===== src/rtl/usb_pkt_tx_pkg.sv =====
// ============================================================================
// usb_pkt_tx_pkg
// ----------------------------------------------------------------------------
// Shared types and constants for the USB packet transmitter slice:
//   - pid_e      : 4-bit USB packet identifiers
//   - state_e    : transmitter FSM states
//   - CRC16_*    : data CRC polynomial, init value, good-packet residual
//   - MAX_PKT_LEN: payload cap used when USB_PKT_TX_LEN_CHECK_EN is defined
//   - isDataPid(): true for DATA0/DATA1/DATA2/MDATA
// ============================================================================
package usb_pkt_tx_pkg;

    typedef enum logic [3:0] {
        PID_OUT   = 4'b0001,
        PID_IN    = 4'b1001,
        PID_SOF   = 4'b0101,
        PID_SETUP = 4'b1101,
        PID_DATA0 = 4'b0011,
        PID_DATA1 = 4'b1011,
        PID_DATA2 = 4'b0111,
        PID_MDATA = 4'b1111,
        PID_ACK   = 4'b0010,
        PID_NAK   = 4'b1010,
        PID_STALL = 4'b1110,
        PID_NYET  = 4'b0110,
        PID_PRE   = 4'b1100,
        PID_SPLIT = 4'b1000,
        PID_PING  = 4'b0100
    } pid_e;

    typedef enum logic [2:0] {
        ST_IDLE,
        ST_PID,
        ST_DATA,
        ST_CRC_LO,
        ST_CRC_HI,
        ST_EOP,
        ST_GAP
    } state_e;

    // Mirror a 16-bit word end for end. The CRC engine shifts right because
    // bytes go out LSB first, so it needs the bit-reversed polynomial.
    function automatic logic [15:0] reflect16(input logic [15:0] value);
        logic [15:0] result;
        for (int i = 0; i < 16; i++) begin
            result[i] = value[15 - i];
        end
        return result;
    endfunction

    localparam logic [15:0] CRC16_POLY           = 16'h8005;
    localparam logic [15:0] CRC16_POLY_REFLECTED = reflect16(CRC16_POLY);
    localparam logic [15:0] CRC16_INIT           = 16'hFFFF;
    localparam logic [15:0] CRC16_RESIDUAL       = 16'h800D;
    localparam int unsigned MAX_PKT_LEN          = 64;

    // Data PIDs are the only ones that carry a payload and a CRC16.
    function automatic logic isDataPid(input logic [3:0] pid);
        return (pid == PID_DATA0) || (pid == PID_DATA1) ||
               (pid == PID_DATA2) || (pid == PID_MDATA);
    endfunction

endpackage


===== src/rtl/usb_crc16.sv =====
// ============================================================================
// usb_crc16
// ----------------------------------------------------------------------------
// Byte-wide USB data CRC16 (poly 0x8005, init 0xFFFF, bits LSB first).
// The register is kept in reflected form, so the ones-complement of its low
// byte is the first CRC byte on the wire and the high byte is the second.
//
// Ports:
//   i_clk     clock
//   i_reset   synchronous active-high reset (CRC back to init)
//   i_clear   reload the init value (start of a new packet)
//   i_enable  fold i_data into the CRC this cycle
//   i_data    payload byte
//   o_crc     current CRC register (not complemented)
// ============================================================================
module usb_crc16
    import usb_pkt_tx_pkg::*;
(
    input  logic        i_clk,
    input  logic        i_reset,
    input  logic        i_clear,
    input  logic        i_enable,
    input  logic [7:0]  i_data,
    output logic [15:0] o_crc
);

    logic [15:0] r_crc;
    logic [15:0] w_crcNext;

    // Eight reflected shift steps per byte; bit 0 of the byte is consumed first.
    function automatic logic [15:0] crcByte(input logic [15:0] crc, input logic [7:0] data);
        logic [15:0] acc;
        acc = crc ^ {8'h00, data};
        for (int i = 0; i < 8; i++) begin
            if (acc[0]) begin
                acc = (acc >> 1) ^ CRC16_POLY_REFLECTED;
            end else begin
                acc = acc >> 1;
            end
        end
        return acc;
    endfunction

    // Next CRC value if the current byte were folded in.
    always_comb begin
        w_crcNext = crcByte(r_crc, i_data);
    end

    // Clear wins over enable so a packet always starts from the init value.
    always_ff @(posedge i_clk) begin
        if (i_reset || i_clear) begin
            r_crc <= CRC16_INIT;
        end else if (i_enable) begin
            r_crc <= w_crcNext;
        end
    end

    assign o_crc = r_crc;

endmodule


===== src/rtl/usb_pkt_tx.sv =====
// ============================================================================
// usb_pkt_tx
// ----------------------------------------------------------------------------
// USB packet transmit sequencer. Accepts a send request with a PID, then
// feeds the transceiver PID byte, optional payload bytes pulled from an
// endpoint buffer, the CRC16 (low byte first), drops tx_valid for EOP and
// waits IPG_CYCLES idle cycles before accepting the next packet.
//
// Parameters:
//   IPG_CYCLES     idle cycles spent in GAP after EOP (default 16)
//
// Build option:
//   USB_PKT_TX_LEN_CHECK_EN  when defined, payload is capped at MAX_PKT_LEN
//                            bytes; otherwise no byte counter exists.
//
// Ports:
//   i_clk          24 MHz system clock
//   i_reset        synchronous active-high reset
//   i_pid          PID to send, sampled with i_send
//   i_send         one-cycle request, honoured only in IDLE
//   o_busy         high from accepted send until back in IDLE
//   o_done         one-cycle pulse on return to IDLE
//   i_data         payload byte from endpoint buffer
//   i_data_valid   payload byte available
//   o_data_ready   one-cycle pulse, payload byte consumed
//   o_tx_data      byte to transceiver
//   o_tx_valid     rise = SYNC, high = sending, fall = EOP
//   i_tx_ready     one-cycle pulse, current o_tx_data taken
// ============================================================================
module usb_pkt_tx
    import usb_pkt_tx_pkg::*;
#(
    parameter int unsigned IPG_CYCLES = 16
) (
    input  logic       i_clk,
    input  logic       i_reset,
    input  logic [3:0] i_pid,
    input  logic       i_send,
    output logic       o_busy,
    output logic       o_done,
    input  logic [7:0] i_data,
    input  logic       i_data_valid,
    output logic       o_data_ready,
    output logic [7:0] o_tx_data,
    output logic       o_tx_valid,
    input  logic       i_tx_ready
);

    state_e      r_state;
    state_e      w_stateNext;
    logic [3:0]  r_pid;
    logic [3:0]  w_pidNext;
    logic [7:0]  r_txData;
    logic [7:0]  w_txDataNext;
    logic        r_txValid;
    logic        w_txValidNext;
    logic        r_busy;
    logic        w_busyNext;
    logic        r_done;
    logic        w_doneNext;
    logic        r_dataReady;
    logic        w_dataReadyNext;
    logic [15:0] r_gapCount;
    logic [15:0] w_gapCountNext;
    logic        w_crcClear;
    logic        w_crcEnable;
    logic [15:0] w_crc;
    logic        w_consume;
    logic        w_lenReached;
    logic        w_takePayload;

`ifdef USB_PKT_TX_LEN_CHECK_EN
    logic [6:0]  r_byteCount;
    logic [6:0]  w_byteCountNext;

    assign w_lenReached = (r_byteCount == 7'(MAX_PKT_LEN));
`else
    assign w_lenReached = 1'b0;
`endif

    // A byte only counts as taken while we are actually presenting one;
    // stray tx_ready pulses during EOP/GAP/IDLE fall out here.
    assign w_consume     = r_txValid & i_tx_ready;
    assign w_takePayload = i_data_valid & ~w_lenReached;

    usb_crc16 u_crc (
        .i_clk    (i_clk),
        .i_reset  (i_reset),
        .i_clear  (w_crcClear),
        .i_enable (w_crcEnable),
        .i_data   (i_data),
        .o_crc    (w_crc)
    );

    // Next-state and next-output logic. Every output is computed here one
    // cycle early and registered below, so a new tx_data shows up the cycle
    // after the tx_ready that consumed the previous one and is otherwise held.
    // data_valid is looked at only when the PID or a payload byte is consumed;
    // if it is low then, the payload is over and the CRC follows.
    always_comb begin
        w_stateNext     = r_state;
        w_pidNext       = r_pid;
        w_txDataNext    = r_txData;
        w_txValidNext   = r_txValid;
        w_busyNext      = r_busy;
        w_doneNext      = 1'b0;
        w_dataReadyNext = 1'b0;
        w_gapCountNext  = r_gapCount;
        w_crcClear      = 1'b0;
        w_crcEnable     = 1'b0;
`ifdef USB_PKT_TX_LEN_CHECK_EN
        w_byteCountNext = r_byteCount;
`endif

        case (r_state)
            ST_IDLE: begin
                if (i_send) begin
                    w_pidNext     = i_pid;
                    w_txDataNext  = {~i_pid, i_pid};
                    w_txValidNext = 1'b1;
                    w_busyNext    = 1'b1;
                    w_crcClear    = 1'b1;
                    w_stateNext   = ST_PID;
`ifdef USB_PKT_TX_LEN_CHECK_EN
                    w_byteCountNext = 7'd0;
`endif
                end
            end

            ST_PID, ST_DATA: begin
                if (w_consume) begin
                    if ((r_state == ST_PID) && !isDataPid(r_pid)) begin
                        w_txValidNext = 1'b0;
                        w_stateNext   = ST_EOP;
                    end else if (w_takePayload) begin
                        w_txDataNext    = i_data;
                        w_dataReadyNext = 1'b1;
                        w_crcEnable     = 1'b1;
                        w_stateNext     = ST_DATA;
`ifdef USB_PKT_TX_LEN_CHECK_EN
                        w_byteCountNext = r_byteCount + 7'd1;
`endif
                    end else begin
                        w_txDataNext = ~w_crc[7:0];
                        w_stateNext  = ST_CRC_LO;
                    end
                end
            end

            ST_CRC_LO: begin
                if (w_consume) begin
                    w_txDataNext = ~w_crc[15:8];
                    w_stateNext  = ST_CRC_HI;
                end
            end

            ST_CRC_HI: begin
                if (w_consume) begin
                    w_txValidNext = 1'b0;
                    w_stateNext   = ST_EOP;
                end
            end

            ST_EOP: begin
                w_gapCountNext = 16'd0;
                w_stateNext    = ST_GAP;
            end

            ST_GAP: begin
                if ((32'(r_gapCount) + 32'd1) >= 32'(IPG_CYCLES)) begin
                    w_gapCountNext = 16'd0;
                    w_busyNext     = 1'b0;
                    w_doneNext     = 1'b1;
                    w_stateNext    = ST_IDLE;
                end else begin
                    w_gapCountNext = r_gapCount + 16'd1;
                end
            end

            default: begin
                w_stateNext = ST_IDLE;
            end
        endcase
    end

    // FSM state register.
    always_ff @(posedge i_clk) begin
        if (i_reset) begin
            r_state <= ST_IDLE;
        end else begin
            r_state <= w_stateNext;
        end
    end

    // Registered outputs, latched PID and counters. Reset mid-packet simply
    // abandons the packet: tx_valid drops and no done pulse is produced.
    always_ff @(posedge i_clk) begin
        if (i_reset) begin
            r_pid       <= 4'h0;
            r_txData    <= 8'h00;
            r_txValid   <= 1'b0;
            r_busy      <= 1'b0;
            r_done      <= 1'b0;
            r_dataReady <= 1'b0;
            r_gapCount  <= 16'd0;
`ifdef USB_PKT_TX_LEN_CHECK_EN
            r_byteCount <= 7'd0;
`endif
        end else begin
            r_pid       <= w_pidNext;
            r_txData    <= w_txDataNext;
            r_txValid   <= w_txValidNext;
            r_busy      <= w_busyNext;
            r_done      <= w_doneNext;
            r_dataReady <= w_dataReadyNext;
            r_gapCount  <= w_gapCountNext;
`ifdef USB_PKT_TX_LEN_CHECK_EN
            r_byteCount <= w_byteCountNext;
`endif
        end
    end

    assign o_tx_data    = r_txData;
    assign o_tx_valid   = r_txValid;
    assign o_busy       = r_busy;
    assign o_done       = r_done;
    assign o_data_ready = r_dataReady;

endmodule


===== config.mk =====
export PLATFORM = sky130hd
export DESIGN_NAME = usb_pkt_tx
export DESIGN_NICKNAME = d
export VERILOG_FILES = /design/src/rtl/usb_pkt_tx_pkg.sv /design/src/rtl/usb_crc16.sv /design/src/rtl/usb_pkt_tx.sv
export SDC_FILE = /design/constraint.sdc
export NUM_CORES = 1
export LEC_CHECK = 0
export CORE_UTILIZATION = 40
export DETAILED_ROUTE_END_ITERATION = 12
export SETUP_SLACK_MARGIN = 0.05
export SKIP_CTS_REPAIR_TIMING = 1
export SLEW_MARGIN = 20
export SYNTH_ARGS = -nofsm -noshare
export SYNTH_HDL_FRONTEND = slang
export SYNTH_HIERARCHICAL = 1
export SYNTH_SLANG_ARGS = --single-unit

===== constraint.sdc =====
create_clock -name i_clk -period 2.83 [get_ports i_clk]
set_clock_uncertainty 0.1 [all_clocks]
set_input_delay 0.566 -clock i_clk [delete_from_list [all_inputs] [get_ports i_clk]]
set_output_delay 0.566 -clock i_clk [all_outputs]
set_load 0.01 [all_outputs]

==> deck_impl_summary.md, run 1 <==
Flow Results at a Glance

Synth
  • Adder share: less than 1%
  • Synth cell types: roughly 59
  • Top_reg_cell synth: dfxtp_1
  • Synth Area per Inst: approximately 8.5 um2
  • Flops after synth: approximately 50
  • Post-synth EDFFs: 0
  • Yosys Chip Area: ~2800 um2
  • XOR/XNOR Area Share: under 10%
  • FFs w/ async S/R, synth: 0%
  • Mapped Area: between 2000 and 3000 um2
  • Post-Synth Simple-Gate Area: a little under a quarter
  • Ys Warns: 6
  • Largest logic family: simple AND/OR/NAND/NOR gates
  • Post-Syn Nets: 346
  • Ys cells: roughly 330
  • Mux area share: under 10%
  • Cells after Synth: around 330
  • Aoi share: between 15 and 20%
  • Post-synth seq share: between 30% and 40%

Finish
  • Layout area overhead: 16.7%
  • Fraction of layout cells with a size suffix above 1: between 10% and 20%
  • Dominant logic cell type in the layout: dfxtp_1
  • Final #Nets: roughly 370
  • # diodes: 0
  • Commonest cells after routing, fill and taps aside: dfxtp_1 (49), nand2_1 (39), clkdlybuf4s50_1 (28)

GRT
  • Vias in the first global route: ~2.2k
  • Number of antenna violations at the first check in global routing: 0
  • First-pass GRT wire length: 10.6 mm
  • Grt total ovfl: 0
  • Largest net degree at the start of global routing: 27

Final timing
  • Worst-margin pin slew: between 0.6 and 0.7 ns
  • Min Tclk post-route: roughly 2.3 ns
  • Fmax achieved: 436 MHz
  • Endpoints failing setup: 0
  • Final-report hold violation count: 0
  • Setup total negative slack: 0 ns
  • Period utilization: roughly four fifths
  • Slew margin rel.: a little under three fifths
  • RSZ-0062 raised after global routing: no
  • Max-slew violations: 0

Setup path
  • Worst path top cell family by delay: simple AND/OR/NAND/NOR gates
  • Worst Setup End Kind: register
  • Critical path, cell by cell: nand4_2, nor4_2, mux2i_1, a2bb2oi_2, nand2_2, a221oi_2
  • Buf/Inv on CP: 0
  • Startpoint types: register
  • CP Data Required Time: a little under 3 ns
  • Setup CP Type: register to register
  • Critical Path Fanout Max: 11
  • Crit Reg-Reg Startpoint: r_gapCount[2]
  • Crit path from: r_gapCount[2]
  • Worst path max stage delay: between 0.5 and 0.6 ns
  • Worst EP arrival: about 2.4 ns
  • Highest-delay cell along the critical path: dfxtp_1

Drt
  • DR WL/cell: 14.4 um
  • DRT Wirelength: about 6.2 mm
  • DRT Pass-1 Iters: 4
  • Initial DRC count: around 82
  • # DRC: 0
  • Routed via count: 2356
  • Vias per cell: 5.45
  • DRT antenna net count: 0

Run status
  • Run status: finished, final reports clean

Die
  • Core Util at FP: roughly two fifths
  • Row Count: 30
  • Die area: around 7300 um2
  • I/O Pins: 29
  • Die Wd: ~85 um

Clocking
  • CTS tree: yes
  • Root Buffer: clkbuf_8
  • CTS H-tree lvls: 2
  • Late-Pin Clk Latency: 0.30 ns
  • Clk slew on worst S/H paths: roughly 0.09 ns
  • Clock Tree Buf Depth: 2
  • CTS Buf Count: 5
  • CTS sink count: about 49

Power
  • Pwr Density: 509 nW/um2
  • Static Leak: about 1.2 nW
  • VDD IR max: around 300 uV

Place
  • I/O Buffers: 28
  • Final GP Congestion: around 0.86
  • DP HPWL: 4.58 mm

Hold path
  • Beginning of the worst hold path: o_tx_data[1]
  • Worst hold path type: register to register

Job
  • Maxcap violations: 0
  • Count of tool warnings: 26
-- run 1: sequential cells by signal (all words and copies together), names as in the netlist --
signal	flops
u_crc/o_crc	16
o_data_ready	1
r_gapCount	16
r_pid	2
o_tx_data	8
o_busy	1
o_tx_valid	1
o_done	1
r_state	3
-- run 1: worst paths after layout --
path             endpoint  slack, ns  cells after the start
min          o_tx_data[1]       0.37                      2
max            r_state[1]       0.54                      6
max reg2reg    r_state[1]       0.54                      6
min reg2reg  o_tx_data[1]       0.37                      2
-- run 1: worst min-delay path, cell delays in order, from the launching register on --
cell	delay [ns]
dfxtp_1	0.32
nand2b_1	0.06
a21oi_1	0.05
-- run 1: per-stage QoR --
stage	cell area, um2	instances	total power, mW	hold slack (ns)	setup WS [ns]
finish	3240	432	1.65	0.374	0.538
global route	3240	432	1.75	0.412	0.334
CTS	3240	432	1.67	0.376	0.549
floorplan	2780	328	1.00	0.364	0.744
detailed placement	3130	424	1.15	0.361	0.326
global placement	3130	424	1.14	0.362	0.324
-- run 1: cells in the mapped netlist, drive strengths merged (3+ instances only) --
library cell	instances	area share (%)
a221oi	5	2.0
nor2	17	2.4
nor2b	8	1.8
nand3	9	1.6
and2	14	3.2
xor2	3	0.95
nand2	40	5.5
dfxtp	49	35
nand4	4	1.1
clkbuf	10	1.4
o21ai	17	3.1
a21oi	12	2.4
buf	14	3.1
nor3	9	2.0
xnor2	16	5.0
mux2i	16	5.8
nand2b	4	0.90
mux2	8	3.2
a211oi	9	2.8
inv	15	2.0
a31oi	4	0.90
o211ai	5	1.4
a22oi	8	2.2
or3	3	0.68
o221ai	4	1.3
-- run 1: where the power goes --
group          internal [mW]  leakage, nW  switching, mW
registers              0.719        0.398         0.0298
logic                  0.186        0.746          0.195
clock network          0.288       0.0585          0.234
-- run 1: final cells by class --
class,count,area (um2)
flip-flops and latches,49,981
inverters,15,56.3
fillers,678,3510
repair buffers,40,370
clock inverters,1,30.0
well taps,80,100
clock buffers,7,86.3
multi-input cells,240,1620
-- run 1: metal layers --
metal / routed length [um] / part of all wire, % / global-route usage, % / up-vias
met5: 0 / 0 / 0 / -
met4: 65 / 1.0 / 5.15 / 0
met3: 196 / 3.2 / 3.02 / 7
met2: 2970 / 48 / 30.5 / 34
met1: 2990 / 48 / 24.1 / 1117
li1: - / - / - / 1198
-- run 1: cells by family after synthesis --
family          Yosys count
flops                    49
fa+ha+maj                 1
xor+xnor                 20
mux                      24
compound gates           75
buf+inv                  39
simple gates            120
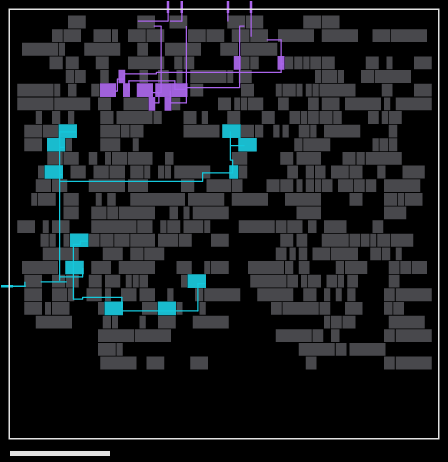
run_1/io_fan.png
Scale bar: 20 um.
legend:
  i_pid:
    color: purple
    bits: 4
    direction: input
    end_cells: 10
    buffers: 4
    wire: 146 um
  i_data_valid:
    color: cyan
    bits: 1
    direction: input
    end_cells: 11
    buffers: 3
    wire: 145 um

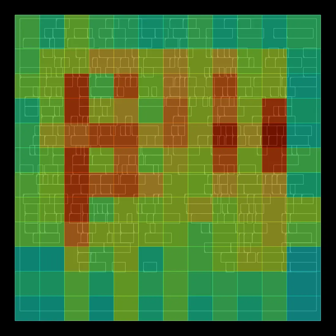
run_1/congestion.png
Core Util, Final: 48.0%
met2 Use GR: 30.5%
GRT Total Usage: 18.2%

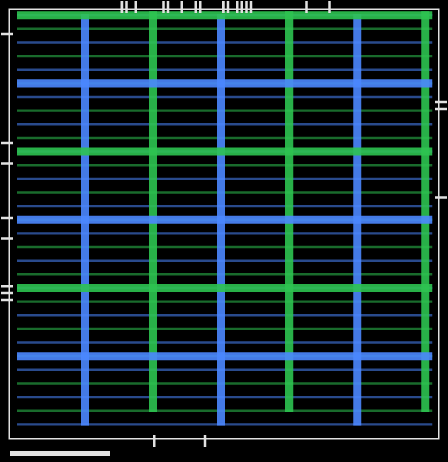
run_1/power_grid.png
Scale bar: 20 um. Pins as bars on the die edge.
legend:
  VDD:
    color: green
  VSS:
    color: blue
rows: 30
signal pins: 29
met5 straps: 6
met4 straps: 6
Die Ht: 85.4 um
Core Area: 6760 um2

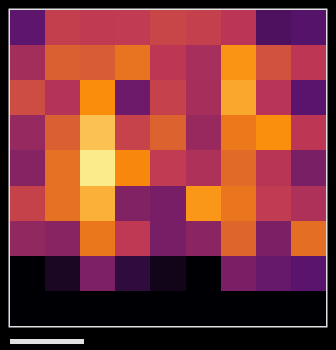
run_1/cell_density.png
Scale bar: 20 um. 9 x 9 tiles, from black (low) to pale yellow (high), 0 to 100% covered.
mean over tiles: 43%
nearly empty tiles: 14%
emptiest ninth of the die: bottom middle
tiles over 75% full: 9.9%
densest ninth of the die: left middle

==> run 2, diff against run 1 <==
Clock period 2.83 ns to 2.2 ns, I/O delays scaled along.
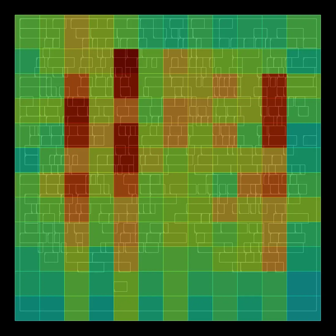
run_2/congestion.png
met2 Use GR: 32.0%
GR peak layer: met2

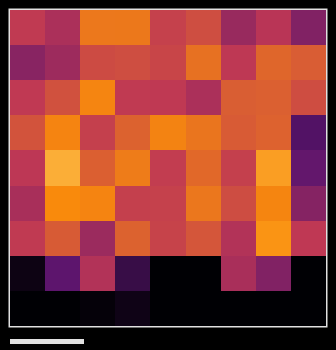
run_2/cell_density.png
Scale bar: 20 um. 9 x 9 tiles, from black (low) to pale yellow (high), 0 to 100% covered.
mean over tiles: 46%
tiles over 75% full: 3.7%
emptiest ninth of the die: bottom middle
Core Util at FP: 41.1%
Core Util, Final: 51.3%

==> run 2 against run 1 <==
Compared with the run above: die area did not move; fmax rose by 13%; largest power group unchanged; utilization rose by 3.3 points; highest routed layer unchanged.
==> deck_impl_summary.md, run 2 <==
Flow Results at a Glance

Run status
  • Run status: finished, final reports clean (unchanged)

Drt
  • Initial DRC count: 75 (was 82)
  • DRT Pass-1 Iters: 4 (unchanged)
  • Vias per cell: 5.32 (was 5.45)
  • DRT antenna net count: 0 (unchanged)

GRT
  • First-pass GRT wire length: 10.7 mm (was 10.6 mm)
  • GRT Total Usage: 18.2% (about the same)
  • Number of antenna violations at the first check in global routing: 0 (unchanged)
  • Largest net degree at the start of global routing: 29 (was 27)
  • Grt total ovfl: 0 (unchanged)

Synth
  • Top_reg_cell synth: dfxtp_1 (unchanged)
  • Synth cell types: 59 (unchanged)
  • Cells after Synth: 328 (unchanged)
  • Yosys Chip Area: 2780 um2 (unchanged)
  • Area leader, netlist: dfxtp_1 (unchanged)
  • Area leader share: 35.3% (unchanged)
  • FFs w/ async S/R, synth: 0% (unchanged)
  • Post-Syn Nets: 346 (unchanged)
  • Adder share: 0.450% (unchanged)
  • Synth area leaders: dfxtp_1 (35%), mux2i_1 (5.8%), nand2_1 (5.3%), xnor2_1 (5.0%), mux2_2 (3.2%) (unchanged)
  • Aoi share: 19.4% (unchanged)
  • Post-synth seq share: 35.3% (unchanged)
  • Largest logic family: simple AND/OR/NAND/NOR gates (unchanged)
  • Mapped Area: 2780 um2 (unchanged)
  • Post-synth EDFFs: 0 (unchanged)
  • XOR/XNOR Area Share: 6.89% (unchanged)
  • Count leader, synth: dfxtp_1 (unchanged)
  • Mux area share: 9.00% (unchanged)
  • Ys Warns: 6 (unchanged)
  • Post-Synth Simple-Gate Area: 22.5% (unchanged)

Finish
  • Layout fillers: 645 (was 678)
  • Final #Nets: 391 (was 369)
  • Final instance area: 3470 um2 (was 3240 um2)
  • Commonest cells after routing, fill and taps aside: dfxtp_1 (45), nand2_1 (39), buf_4 (31) (was dfxtp_1 (49), nand2_1 (39), clkdlybuf4s50_1 (28))
  • # diodes: 0 (unchanged)

Final timing
  • WHS: 0.376 ns (was 0.374 ns)
  • Slew margin rel.: 66.7% (was 55.9%)
  • Max-slew violations: 0 (unchanged)
  • RSZ-0062 raised after global routing: yes (was no)
  • Period utilization: 92.1% (was 81.0%)
  • Final-report hold violation count: 0 (unchanged)
  • Min Tclk post-route: 2.03 ns (was 2.29 ns)
  • Worst-margin pin slew: 0.498 ns (was 0.661 ns)
  • Setup total negative slack: 0 ns (unchanged)

Die
  • Die area: 7280 um2 (unchanged)
  • Die Wd: 85.4 um (unchanged)
  • Core Area: 6760 um2 (unchanged)
  • Row Count: 30 (unchanged)

Setup path
  • Critical path, cell by cell: ha_4, a211o_1, a211oi_2, o211ai_1, a221oi_2, a21oi_2, and2b_1 (was nand4_2, nor4_2, mux2i_1, a2bb2oi_2, nand2_2, a221oi_2)
  • Crit path from: r_gapCount[0] (was r_gapCount[2])
  • Worst path top cell family by delay: AND-OR/OR-AND gates (was simple AND/OR/NAND/NOR gates)
  • Worst Setup End Kind: register (unchanged)
  • Crit Reg-Reg Startpoint: r_gapCount[0] (was r_gapCount[2])
  • CP Data Required Time: 2.30 ns (was 2.95 ns)
  • Setup CP Type: register to register (unchanged)
  • Critical Path Fanout Max: 7 (was 11)

Clocking
  • Late-Pin Clk Latency: 0.30 ns (about the same)
  • Clk slew on worst S/H paths: 0.10 ns (was 0.09 ns)
  • Root Buffer: clkbuf_8 (unchanged)
  • CTS tree: yes (unchanged)
  • CTS Buf Count: 5 (unchanged)
  • Clock Tree Buf Depth: 2 (unchanged)

Place
  • Final GP Congestion: 0.820 (was 0.861)
  • Placed cell area: 3320 um2 (was 3130 um2)
  • DP HPWL: 4.76 mm (was 4.58 mm)
  • I/O Buffers: 28 (unchanged)

Hold path
  • Worst hold path type: register to register (unchanged)

Power
  • NetSw: 0.608 mW (was 0.459 mW)
  • Pint: 1.42 mW (was 1.19 mW)
  • Clk pwr share: 26.2% (was 31.6%)
  • Static Leak: 1.33 nW (was 1.20 nW)
  • Pwr Density: 585 nW/um2 (was 509 nW/um2)
  • Combinational Power Share: 27.0% (was 23.0%)
  • Part of the power in registers: 46.8% (was 45.3%)
  • VDD IR max: 373 uV (was 299 uV)
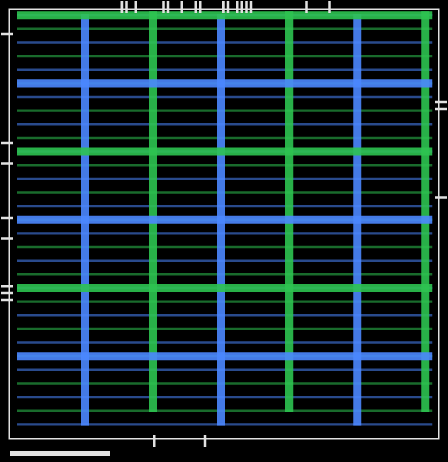
run_2/power_grid.png
Scale bar: 20 um. Pins as bars on the die edge.
legend:
  VSS:
    color: blue
  VDD:
    color: green
met1 rails: 31
met5 straps: 6
signal pins: 29
rows: 30

-- run 2: path summary, 6_finish.rpt --
path / endpoint / slack, ns / cells past startpoint
setup / recovery: o_done / 0.17 / 7
setup reg to reg: o_done / 0.17 / 7
hold reg to reg: o_tx_data[1] / 0.38 / 2
hold / removal: o_tx_data[1] / 0.38 / 2
-- run 2: power groups by stage --
| stage | clock network, mW | logic, mW | registers (mW) |
|---|---|---|---|
| after floorplan | 0 | 0.309 | 0.979 |
| after global placement | 0 | 0.539 | 0.970 |
| after detailed placement | 0 | 0.544 | 0.971 |
| after CTS | 0.556 | 0.545 | 0.950 |
| after global routing | 0.582 | 0.601 | 0.955 |
| final | 0.532 | 0.547 | 0.950 |
-- run 2: final cells by class --
| cell class | instances | area [um2] | share of cell area [%] |
|---|---|---|---|
| Clock buffer | 5 | 68.8 | 1.98 |
| Clock inverter | 3 | 17.5 | 0.505 |
| Inverter | 15 | 56.3 | 1.62 |
| Multi-Input combinational cell | 240 | 1670 | 48.1 |
| Sequential cell | 49 | 986 | 28.4 |
| Tap cell | 80 | 100 | 2.89 |
| Timing Repair Buffer | 62 | 573 | 16.5 |
-- run 2: kinds of logic (layout without fill, tap and decap cells) --
group                      after synthesis  count (layout)
AOI/OAI and AO/OA                       75              75
xor gates and xnor gates                20              20
adders and majority gates                1               1
buffers and inverters                   39              85
DFF                                     49              49
muxes                                   24              24
and+or+nand+nor                        120             120
-- run 2: routing by layer --
metal,track usage [%],vias to the layer above,routed length (um)
met2,32.0,31,3080
met3,3.02,6,117
met4,5.61,0,107
met1,22.9,1132,3000
met5,0,-,0
li1,-,1247,-
-- run 2: through the flow --
| stage | util, % | power, mW | cells | worst slack (ns) |
|---|---|---|---|---|
| global placement | 49.2 | 1.51 | 445 | -0.113 |
| detailed placement | 49.2 | 1.51 | 445 | -0.155 |
| floorplan | - | 1.29 | 328 | 0.135 |
| finish | 51.3 | 2.03 | 454 | 0.174 |
| CTS | 50.4 | 2.05 | 453 | 0.0261 |
| global route | 51.3 | 2.14 | 454 | 0.0343 |
-- run 2: worst reg2reg max path, stage by stage (launching register included) --
cell	delay, ns
dfxtp_2	0.35
ha_4	0.18
a211o_1	0.31
a211oi_2	0.22
o211ai_1	0.17
a221oi_2	0.33
a21oi_2	0.12
and2b_1	0.17
==> run 3, diff against run 2 <==
Settings changed: CELL_PAD_IN_SITES_DETAIL_PLACEMENT from default to 2, CELL_PAD_IN_SITES_GLOBAL_PLACEMENT from default to 2, CORE_UTILIZATION 40 to 34, CTS_CLUSTER_DIAMETER from default to 80, PLACE_DENSITY_LB_ADDON from default to 0.1.
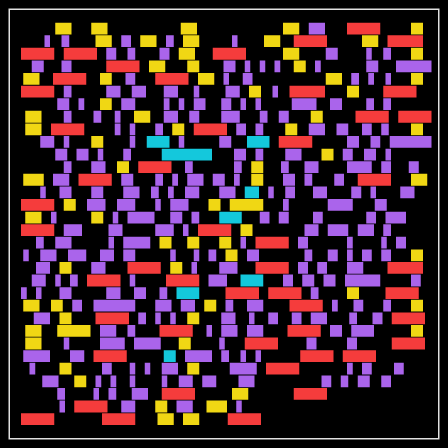
run_3/placement_by_type.png
legend:
  remaining buffers and delay cells:
    color: yellow
    cells: 71
    share_of_their_area: 18%
  combinational and other logic:
    color: purple
    cells: 255
    share_of_their_area: 51%
  clock drivers and dummy loads:
    color: cyan
    cells: 8
    share_of_their_area: 3.3%
  sequential cells:
    color: red
    cells: 49
    share_of_their_area: 28%
final instance area: 3650 um2
flop share of the area: 27.0%
Core Util, Final: 46.7%
Core Area: 7810 um2

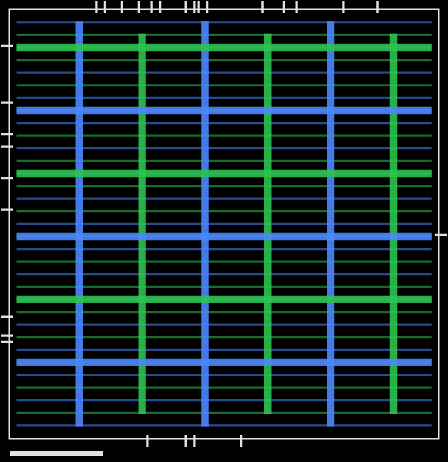
run_3/power_grid.png
Scale bar: 20 um. Pins as bars on the die edge.
legend:
  VDD:
    color: green
  VSS:
    color: blue
met1 rails: 33
signal pins: 29
rows: 32

==> run 3 against run 2 <==
Compared with the run above: design area rose by 5.1%; critical path depth unchanged; sequential cell count stayed put; wire length increased by 38%; cell count grew 6.8%; sequential share of layout area down 1.4 points; synthesized cell count is the same; total power increased by 9.0%; register-to-register slack worse by 0.03 ns.
==> deck_impl_summary.md, run 3 <==
Flow Results at a Glance

Synth
  • Area leader share: 35.3% (unchanged)
  • Mapped Area: 2780 um2 (unchanged)
  • FFs w/ async S/R, synth: 0% (unchanged)
  • Synth Area per Inst: 8.47 um2 (unchanged)
  • Top cells by count: dfxtp_1 (49), nand2_1 (39) (unchanged)
  • Flops after synth: 49 (unchanged)
  • Post-synth EDFFs: 0 (unchanged)
  • Synth area leaders: dfxtp_1 (35%), mux2i_1 (5.8%), nand2_1 (5.3%), xnor2_1 (5.0%), mux2_2 (3.2%) (unchanged)
  • Synth cell types: 59 (unchanged)
  • Ys Warns: 6 (unchanged)
  • Yosys Chip Area: 2780 um2 (unchanged)
  • Cells after Synth: 328 (unchanged)
  • Post-synth seq share: 35.3% (unchanged)
  • Area leader, netlist: dfxtp_1 (unchanged)
  • Post-Syn Nets: 346 (unchanged)
  • Top_reg_cell synth: dfxtp_1 (unchanged)
  • Ys cells: 328 (unchanged)
  • Count leader, synth: dfxtp_1 (unchanged)

Power
  • Part of the power in registers: 43.7% (was 46.8%)
  • Clk pwr share: 30.5% (was 26.2%)
  • Static Leak: 1.43 nW (was 1.33 nW)
  • Switch share: 30.0% (about the same)
  • Combinational Power Share: 25.8% (was 27.0%)
  • Pwr Density: 607 nW/um2 (was 585 nW/um2)
  • NetSw: 0.663 mW (was 0.608 mW)
  • VDD IR max: 313 uV (was 373 uV)

Job
  • Maxcap violations: 0 (unchanged)
  • Count of tool warnings: 26 (was 27)

Run status
  • Run status: finished, final reports clean (unchanged)

Drt
  • Routed via count: 2562 (was 2416)
  • DRT Pass-1 Iters: 4 (unchanged)
  • Initial DRC count: 69 (was 75)
  • DR WL/cell: 17.9 um (was 13.9 um)
  • DRT Wirelength: 8.69 mm (was 6.30 mm)
  • # DRC: 0 (unchanged)
  • Vias per cell: 5.28 (was 5.32)
  • DRT antenna net count: 0 (unchanged)

GRT
  • First-pass GRT wire length: 14.4 mm (was 10.7 mm)
  • Number of antenna violations at the first check in global routing: 0 (unchanged)
  • Largest net degree at the start of global routing: 27 (was 29)
  • Vias in the first global route: 2822 (was 2313)
  • GRT Total Usage: 21.4% (was 18.2%)

Final timing
  • WHS: 0.378 ns (was 0.376 ns)
  • Max-slew violations: 0 (unchanged)
  • Slew margin rel.: 70.8% (was 66.7%)
  • Final-report hold violation count: 0 (unchanged)
  • RSZ-0062 raised after global routing: no (was yes)
  • Period utilization: 93.3% (was 92.1%)
  • Endpoints failing setup: 0 (unchanged)
  • Fmax achieved: 487 MHz (was 494 MHz)

Finish
  • Commonest cells after routing, fill and taps aside: dfxtp_1 (46), buf_4 (41), nand2_1 (39) (was dfxtp_1 (45), nand2_1 (39), buf_4 (31))
  • # diodes: 0 (unchanged)
  • Layout area overhead: 31.2% (was 24.8%)
  • Final #Nets: 400 (was 391)
  • Dominant logic cell type in the layout: dfxtp_1 (unchanged)
  • Fraction of layout cells with a size suffix above 1: 24.0% (was 20.1%)

Setup path
  • Startpoint types: register (unchanged)
  • Worst EP arrival: 2.16 ns (was 2.12 ns)
  • Setup CP Type: register to register (unchanged)
  • CP Data Required Time: 2.31 ns (was 2.30 ns)
  • Worst Setup End Kind: register (unchanged)

Clocking
  • CTS Buf Count: 5 (unchanged)
  • Clk slew on worst S/H paths: 0.10 ns (about the same)
  • Late-Pin Clk Latency: 0.31 ns (was 0.30 ns)
  • Root Buffer: clkbuf_8 (unchanged)
  • Clock Tree Buf Depth: 2 (unchanged)
  • CTS sink count: 49 (unchanged)
  • CTS H-tree lvls: 2 (unchanged)

Die
  • Die Wd: 92.4 um (was 85.4 um)
  • Die area: 8540 um2 (was 7280 um2)
  • Row Count: 32 (was 30)
  • Die Ht: 92.4 um (was 85.4 um)
  • I/O Pins: 29 (unchanged)
  • Core Util at FP: 35.6% (was 41.1%)

Place
  • DP HPWL: 6.23 mm (was 4.76 mm)
  • Placed cell area: 3390 um2 (was 3320 um2)
  • Final GP Congestion: 0.753 (was 0.820)
  • I/O Buffers: 28 (unchanged)

Hold path
  • Worst hold path type: register to register (unchanged)
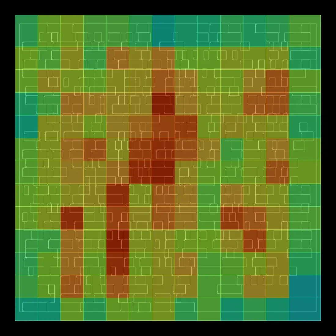
run_3/congestion.png
met1 Use GR: 24.2%
GR Util met3: 2.87%

## run 3: cell counts after synthesis
Identical to the previous run, type by type.
## run 3: worst paths after layout
path,cells past startpoint,slack (ns),end,start
setup / recovery,7,0.15,o_done,r_gapCount[1]
hold / removal,2,0.38,o_tx_data[2],o_tx_data[2]
setup reg to reg,7,0.15,o_done,r_gapCount[1]
hold reg to reg,2,0.38,o_tx_data[2],o_tx_data[2]
## run 3: metal layers
| layer | global-route usage (%) | vias up | part of all wire [%] |
|---|---|---|---|
| met2 | 41.3 | 31 | 55 |
| li1 | - | 1255 | - |
| met5 | 0 | - | 0 |
| met3 | 2.87 | 11 | 1.9 |
| met1 | 24.2 | 1265 | 41 |
| met4 | 6.25 | 0 | 1.6 |
## run 3: power groups by stage
stage | clock, mW | combinational, mW | sequential (mW)
CTS | 0.698 | 0.559 | 0.965
global placement | 0 | 0.537 | 0.983
floorplan | 0 | 0.309 | 0.979
detailed placement | 0 | 0.551 | 0.985
global route | 0.724 | 0.625 | 0.975
finish | 0.675 | 0.570 | 0.967
## run 3: logic make-up after synthesis
group	Yosys count	share of synthesized area [%]
and+or+nand+nor	120	22.5
adders and majority gates	1	0.450
buffers and inverters	39	6.44
xor gates and xnor gates	20	6.89
AOI/OAI and AO/OA	75	19.4
muxes	24	9.00
DFF	49	35.3
## run 3: final cells by class
cell class | instances | area [um2]
Timing Repair Buffer | 71 | 633
Tap cell | 102 | 128
Multi-Input combinational cell | 240 | 1730
Sequential cell | 49 | 985
Inverter | 15 | 56.3
Clock inverter | 3 | 46.3
Clock buffer | 5 | 68.8
Fill cell | 842 | 4160
## run 3: through the flow
stage	utilization (%)	worst slack (ns)	instances	total power [mW]	TNS, ns
2_1_floorplan	-	0.135	328	1.29	0
3_3_place_gp	43.4	-0.106	474	1.52	-0.626
3_5_place_dp	43.4	-0.209	474	1.54	-1.02
4_1_cts	44.9	-0.00653	482	2.22	-0.0139
5_1_grt	46.7	0.0545	485	2.32	0
6_report	46.7	0.148	485	2.21	0
## run 3: worst max-delay path, cell delays in order, from the launching register on
cell	delay [ns]
dfxtp_2	0.36
ha_4	0.20
a211o_1	0.30
a211oi_2	0.21
o211ai_1	0.16
a221oi_2	0.34
a21oi_2	0.12
and2b_1	0.17
Power and IR drop assume default switching activity.
